**src/rtl/uart_pkg.sv**
```systemverilog
// rtl/uart_pkg.sv - shared UART frame states and default frame geometry
package uart_pkg;

  localparam int UART_DATA_WIDTH    = 8;
  localparam int UART_STOP_WIDTH    = 1;
  localparam int UART_PARITY_WIDTH  = 1;
  localparam int UART_TICKS_PER_BIT = 16;

  typedef enum logic [2:0] {
    IDLE,
    START,
    DATA,
    PARITY,
    STOP
  } uart_state_e;

  function automatic int max3(input int a, input int b, input int c);
    int m;
    m = (a > b) ? a : b;
    return (m > c) ? m : c;
  endfunction

  // Width of a counter holding 0..n-1, never narrower than one bit.
  function automatic int cnt_width(input int n);
    return (n > 1) ? $clog2(n) : 1;
  endfunction

endpackage

```
**src/rtl/uart_tx_if.sv**
```systemverilog
// rtl/uart_tx_if.sv - byte-in / serial-out handshake bundle for uart_tx
interface uart_tx_if
  import uart_pkg::*;
#(
  parameter int DATA_WIDTH = UART_DATA_WIDTH
);

  logic                  i_tx_start;
  logic [DATA_WIDTH-1:0] i_data_byte;
  logic                  o_tx_data_output;
  logic                  o_tx_busy;
  logic                  o_done_bit;

  modport master (
    output i_tx_start,
    output i_data_byte,
    input  o_tx_data_output,
    input  o_tx_busy,
    input  o_done_bit
  );

  modport slave (
    input  i_tx_start,
    input  i_data_byte,
    output o_tx_data_output,
    output o_tx_busy,
    output o_done_bit
  );

endinterface

```
**src/rtl/uart_tx.sv**
```systemverilog
// rtl/uart_tx.sv - tick-paced UART transmitter (start, data LSB first, optional parity, stop)
// Even parity bits are present only when UART_TX_PARITY_EN is defined.
module uart_tx
  import uart_pkg::*;
#(
  parameter int DATA_WIDTH    = UART_DATA_WIDTH,
  parameter int STOP_WIDTH    = UART_STOP_WIDTH,
  parameter int PARITY_WIDTH  = UART_PARITY_WIDTH,
  parameter int TICKS_PER_BIT = UART_TICKS_PER_BIT
) (
  input  logic          i_clock,
  input  logic          i_reset,
  input  logic          i_tick,
  uart_tx_if.slave      tx_if
);

  localparam int TICK_W = cnt_width(TICKS_PER_BIT);
  localparam int BIT_W  = cnt_width(max3(DATA_WIDTH, STOP_WIDTH, PARITY_WIDTH));

  localparam logic [TICK_W-1:0] TICK_LAST = TICK_W'(TICKS_PER_BIT - 1);
  localparam logic [BIT_W-1:0]  DATA_LAST = BIT_W'(DATA_WIDTH - 1);
  localparam logic [BIT_W-1:0]  STOP_LAST = BIT_W'(STOP_WIDTH - 1);
`ifdef UART_TX_PARITY_EN
  localparam logic [BIT_W-1:0]  PAR_LAST  = BIT_W'(PARITY_WIDTH - 1);
`endif

  uart_state_e           state_q, state_d;
  logic [TICK_W-1:0]     tick_q, tick_d;
  logic [BIT_W-1:0]      bit_q, bit_d;
  logic [DATA_WIDTH-1:0] shift_q, shift_d;
`ifdef UART_TX_PARITY_EN
  logic [DATA_WIDTH-1:0] data_q, data_d;
`endif
  logic                  tx_q, tx_d;
  logic                  busy_q, busy_d;
  logic                  done_q, done_d;
  logic                  tick_end;

  assign tick_end = i_tick && (tick_q == TICK_LAST);

  always_ff @(posedge i_clock or posedge i_reset) begin
    if (i_reset) begin
      state_q <= IDLE;
      tick_q  <= '0;
      bit_q   <= '0;
      shift_q <= '0;
`ifdef UART_TX_PARITY_EN
      data_q  <= '0;
`endif
      tx_q    <= 1'b1;
      busy_q  <= 1'b0;
      done_q  <= 1'b0;
    end else begin
      state_q <= state_d;
      tick_q  <= tick_d;
      bit_q   <= bit_d;
      shift_q <= shift_d;
`ifdef UART_TX_PARITY_EN
      data_q  <= data_d;
`endif
      tx_q    <= tx_d;
      busy_q  <= busy_d;
      done_q  <= done_d;
    end
  end

  always_comb begin
    state_d = state_q;
    tick_d  = tick_q;
    bit_d   = bit_q;
    shift_d = shift_q;
`ifdef UART_TX_PARITY_EN
    data_d  = data_q;
`endif

    if (state_q != IDLE && i_tick) begin
      tick_d = tick_end ? '0 : tick_q + TICK_W'(1);
    end

    unique case (state_q)
      IDLE: begin
        if (tx_if.i_tx_start) begin
          shift_d = tx_if.i_data_byte;
`ifdef UART_TX_PARITY_EN
          data_d  = tx_if.i_data_byte;
`endif
          tick_d  = '0;
          bit_d   = '0;
          state_d = START;
        end
      end
      START: begin
        if (tick_end) state_d = DATA;
      end
      DATA: begin
        if (tick_end) begin
          shift_d = shift_q >> 1;
          if (bit_q == DATA_LAST) begin
            bit_d   = '0;
`ifdef UART_TX_PARITY_EN
            state_d = PARITY;
`else
            state_d = STOP;
`endif
          end else begin
            bit_d = bit_q + BIT_W'(1);
          end
        end
      end
`ifdef UART_TX_PARITY_EN
      PARITY: begin
        if (tick_end) begin
          if (bit_q == PAR_LAST) begin
            bit_d   = '0;
            state_d = STOP;
          end else begin
            bit_d = bit_q + BIT_W'(1);
          end
        end
      end
`endif
      STOP: begin
        if (tick_end) begin
          if (bit_q == STOP_LAST) begin
            bit_d   = '0;
            state_d = IDLE;
          end else begin
            bit_d = bit_q + BIT_W'(1);
          end
        end
      end
      default: state_d = IDLE;
    endcase
  end

  // Outputs are registered from the next state so the line moves on the same edge as the FSM.
  always_comb begin
    tx_d = 1'b1;
    unique case (state_d)
      START:   tx_d = 1'b0;
      DATA:    tx_d = shift_d[0];
`ifdef UART_TX_PARITY_EN
      PARITY:  tx_d = ^data_d;
`endif
      default: tx_d = 1'b1;
    endcase
    busy_d = (state_d != IDLE);
    done_d = (state_q == STOP) && (state_d == IDLE);
  end

  assign tx_if.o_tx_data_output = tx_q;
  assign tx_if.o_tx_busy        = busy_q;
  assign tx_if.o_done_bit       = done_q;

endmodule

```
**src/flat_wrapper.sv**
```systemverilog
// flat-port wrapper written by rule: the top's interface ports become plain ports
module uart_tx_flat import uart_pkg::*;
#(
  parameter int DATA_WIDTH    = UART_DATA_WIDTH,
  parameter int STOP_WIDTH    = UART_STOP_WIDTH,
  parameter int PARITY_WIDTH  = UART_PARITY_WIDTH,
  parameter int TICKS_PER_BIT = UART_TICKS_PER_BIT
)
  (i_clock, i_reset, i_tick, tx_if_i_tx_start, tx_if_i_data_byte, tx_if_o_tx_data_output, tx_if_o_tx_busy, tx_if_o_done_bit);
  uart_tx_if #(.DATA_WIDTH(DATA_WIDTH)) tx_if_i ();
  input  logic i_clock;
  input  logic i_reset;
  input  logic i_tick;
  input wire logic [$bits(tx_if_i.i_tx_start)-1:0] tx_if_i_tx_start;
  input wire logic [$bits(tx_if_i.i_data_byte)-1:0] tx_if_i_data_byte;
  output wire logic [$bits(tx_if_i.o_tx_data_output)-1:0] tx_if_o_tx_data_output;
  output wire logic [$bits(tx_if_i.o_tx_busy)-1:0] tx_if_o_tx_busy;
  output wire logic [$bits(tx_if_i.o_done_bit)-1:0] tx_if_o_done_bit;
  assign tx_if_i.i_tx_start = tx_if_i_tx_start;
  assign tx_if_i.i_data_byte = tx_if_i_data_byte;
  assign tx_if_o_tx_data_output = tx_if_i.o_tx_data_output;
  assign tx_if_o_tx_busy = tx_if_i.o_tx_busy;
  assign tx_if_o_done_bit = tx_if_i.o_done_bit;
  uart_tx #(.DATA_WIDTH(DATA_WIDTH), .STOP_WIDTH(STOP_WIDTH), .PARITY_WIDTH(PARITY_WIDTH), .TICKS_PER_BIT(TICKS_PER_BIT)) u_core (.i_clock(i_clock), .i_reset(i_reset), .i_tick(i_tick), .tx_if(tx_if_i));
endmodule
```
**config.mk**
```make
export PLATFORM = sky130hd
export DESIGN_NAME = uart_tx_flat
export DESIGN_NICKNAME = d
export VERILOG_FILES = /design/src/rtl/uart_pkg.sv /design/src/rtl/uart_tx_if.sv /design/src/rtl/uart_tx.sv /design/src/flat_wrapper.sv
export SDC_FILE = /design/constraint.sdc
export NUM_CORES = 1
export LEC_CHECK = 0
export ABC_AREA = 1
export CELL_PAD_IN_SITES_DETAIL_PLACEMENT = 0
export CELL_PAD_IN_SITES_GLOBAL_PLACEMENT = 1
export CORE_ASPECT_RATIO = 1.75
export CORE_UTILIZATION = 40
export CTS_CLUSTER_DIAMETER = 80
export DETAILED_ROUTE_END_ITERATION = 8
export HOLD_SLACK_MARGIN = 0.05
export PLACE_DENSITY_LB_ADDON = 0.1
export SYNTH_ARGS = -nofsm -noshare
export SYNTH_HDL_FRONTEND = slang
export SYNTH_SLANG_ARGS = --single-unit
```
**constraint.sdc**
```tcl
create_clock -name i_clock -period 1.7 [get_ports i_clock]
set_input_delay 0.17 -clock i_clock [delete_from_list [all_inputs] [get_ports i_clock]]
set_output_delay 0.17 -clock i_clock [all_outputs]
set_load 0.02 [all_outputs]
```
Fig. 1: the metal 1 layer
The bar under the picture is 10 µm long. Cells faint in the background.
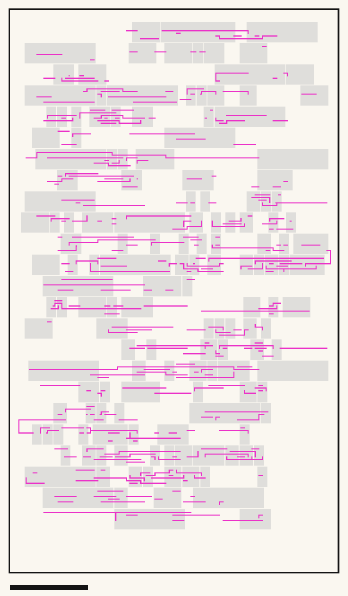
nets with wire on the layer	159
wire length on this layer	908 µm
main direction	horizontal

Fig. 2: metal 2
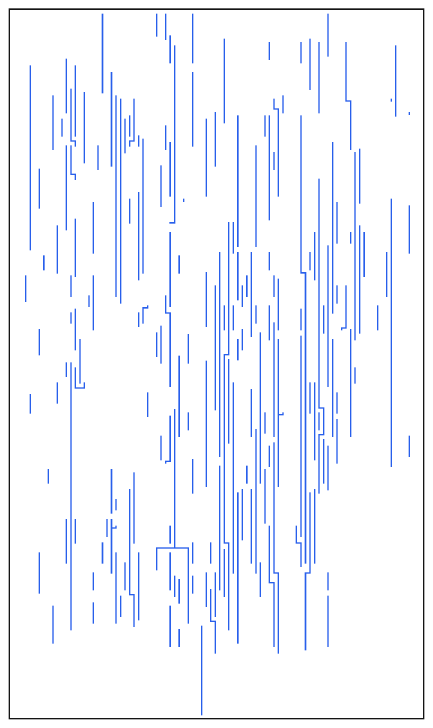
nets with wire on the layer	141
longest straight run	29.6 µm
share of all routed wire	56%

Fig. 3: the metal 3 layer
The bar under the picture is 10 µm long.
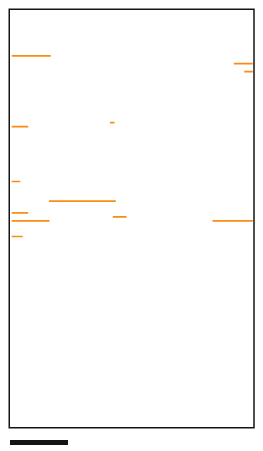
main direction	horizontal
nets with wire on the layer	10
met3 Track Usage GR: 2.239%
final WL: 2240 µm
Vias: 923

Fig. 4: cells by drive strength
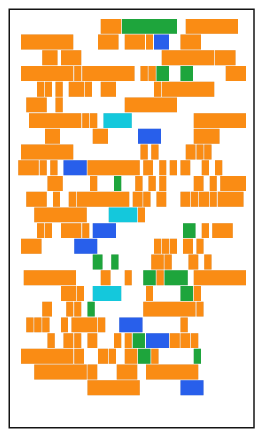
size	colour	cells
drive 3 to 4	blue	8
drive 1 or less	orange	130
drive 2	green	14
drive 6 and up	cyan	3

==> results.yml <==
# flow metrics
run_status:
  outcome: "complete, no violations"
layout:
  seq_area_share_pct: 38.91
  antenna_cells: 0
  layout.cells.non_filler: 182
  final_nets: 172
  bufAreaShareNonClock_pct: 10.91
  top_area_cell_class: "multi-input combinational cells"
  logic_gates: 96
  syn_to_final_growth_pct: 20.22
  nClkBuffers: 3
  nNonClkBuffers: 15
  stdcell_area_um2: 1354
  utilization_pct: 50.33
  clkCellAreaFrac_pct: 3.420
  ff_count: 21
  num-nonclk-inverters: 19
  comb-cell-share_pct: 39.00
  final-comb-area_um2: 528.0
  drive_gt1_share_pct: 16.13
  nFillCells: 273
  register_area_um2: 526.8
run:
  warnings: 27
  max-cap-violations: 0
logic_synthesis:
  synth.logic.top_family: "simple AND/OR/NAND/NOR gates"
  async_reset_ff_share_pct: 100.0
  syn_area_um2: 1126
  top_area_cell: "dfrtp_1"
  ys_warn_count: 0
  muxShareOfSynthArea_pct: 0
  top_cells_by_count: "nand2_1 (41), dfrtp_1 (20), inv_1 (15), nor2_1 (8), o21ai_0 (7)"
  yosys.area_share.aoi_pct: 11.00
  synth.distinct_cells: 20
  syn_nets: 152
  synthAdderAreaFrac_pct: 4.444
  synth_flops: 21
  avgSynthCellArea_um2: 8.280
  ys_area_um2: 1126
  area_leaders: "dfrtp_1 (44%), nand2_1 (14%), inv_1 (5.0%)"
  synth-simple-area-share_pct: 31.44
  top_area_share_pct: 44.44
  ys_cells: 136
  edf_count: 0
  post-synth-top-count-cell: "nand2_1"
  ys_seq_share_pct: 46.78
  ys_sh_xor_pct: 0
  flop_cell: "dfrtp_1"
  syn_inst: 136
grt:
  grt-ovfl-total: 0
  grt_pass1_vias: 919
  grtUsageTotal_pct: 17.22
  grt_pass1_wl_um: 3974
  grt_start_max_net_pins: 22
  antenna_found_initial: 0
clocking:
  clk_pin_slew_ns: 0.08
  post-cts-setup-buffers: 0
  clk_latency_ns: 0.26
  clockBufferDepth: 2
  cts.sinks: 21
  htreeDepth: 1
  cts_buffers: 3
  ctsHoldBuffers: 0
  cts_resized: 0
  clockRootBuffer: "clkbuf_8"
  tritoncts: "built"
final_timing:
  worstMarginPinSlew_ns: 0.2792
  setup_tns_ns: 0
  min_period_ns: 1.534
  hold_viol: 0
  rsz0062_at_grt: "false"
  fmax_mhz: 651.7
  relSlewSlack_pct: 81.39
  finalMaxSlewViolations: 0
  min_period_over_period_pct: 90.26
  setup_violations: 0
  timing.hold.ws_ns: 0.2297
  finalWorstSetupSlack_ns: 0.1656
placed_design:
  dp_cells: 178
  dp_hpwl_um: 1742
  placed_cell_area_um2: 1308
  gp_congestion: 0.8622
  dpl_worst_slack_ns: 0.1676
  place.port_buffers: 14
worst_setup_path:
  crit_path_end_kind: "output port"
  path_max_fanout: 1
  slowest_delay_ns: 0.59
  critPathSlowestCell: "clkdlybuf4s50_1"
  crit_path_start_kind: "flip-flop"
  path_class: "flip-flop to output port"
  crit_buf_inv: 1
  required_ns: 1.53
  arrival_ns: 1.36
  cp_top_family: "buffers and inverters"
  path_cells: "clkdlybuf4s50_1"
die:
  taps: 27
  chipArea_um2: 3040
  die_y_um: 72.19
  fp_util_pct: 41.86
  fp.dieW_um: 42.11
  coreArea_um2: 2690
  fp-row-count: 25
  io_pins: 15
hold_path:
  hp-class: "input port to async pin"
route:
  ant_nets: 0
  wl_per_cell_um: 12.31
  firstDrtPassIters: 4
  drt-initial-drc-count: 5
  via_per_inst: 5.071
  route.detailed.drc: 0
power:
  leakagePower_nw: 0.6706
  total_power_mw: 1.656
  peakVddDrop_v: 0.0006363
  pwr_density_cell_nw_per_um2: 1223
-- state kept, by name, summed over array words and instances (netlist names) --
signal and count:
u_core.shift_q 8, u_core.state_q 3, u_core.bit_q 3, u_core.tx_if.o_tx_busy 1, u_core.tx_if.o_tx_data_output 1, u_core.tick_q 4, u_core.tx_if.o_done_bit 1
-- cells in the final DEF, fill, tap and decap left out, types with 3 or more instances in the layout --
cell type,n
inv_1,15
clkbuf_8,3
nand3_1,5
o21ai_0,7
ha_1,4
clkdlybuf4s50_1,14
a22oi_1,6
nor2_1,8
nand2_2,5
dfrtp_1,20
o21ai_1,3
nand2_1,41
inv_2,4
nor2_4,5
-- final timing paths --
check,start,to,depth (start not counted),slack (ns)
max,u_core.tx_if.o_tx_data_output$_DFF_PP1_,tx_if_o_tx_data_output,1,0.17
min,i_reset,u_core.bit_q[0]$_DFFE_PP0P_,3,0.23
max reg2reg,u_core.tick_q[0]$_DFF_PP0_,u_core.shift_q[4]$_DFFE_PP0P_,8,0.25
min reg2reg,u_core.shift_q[6]$_DFFE_PP0P_,u_core.shift_q[6]$_DFFE_PP0P_,2,0.49
max in group asynchronous,i_reset,u_core.tx_if.o_tx_data_output$_DFF_PP1_,3,1.20
min in group i_clock,tx_if_i_data_byte[7],u_core.shift_q[7]$_DFFE_PP0P_,3,0.44
-- tightest hold or removal path, stage by stage --
cell	delay (ns)
clkdlybuf4s50_1	0.39
inv_1	0.05
buf_4	0.27
-- power by group --
part           internal [mW]  switching [mW]
Clock                  0.163           0.168
Sequential             0.672          0.0904
Combinational          0.231           0.330
-- metal layers --
metal	GRT usage [%]	vias up	routed length (µm)
met5	0	-	0
met4	8.333	0	41
met3	2.239	4	44
met2	31.94	11	1245
met1	18.91	434	908
li1	-	474	-
Power is estimated from default activity; no workload was simulated.
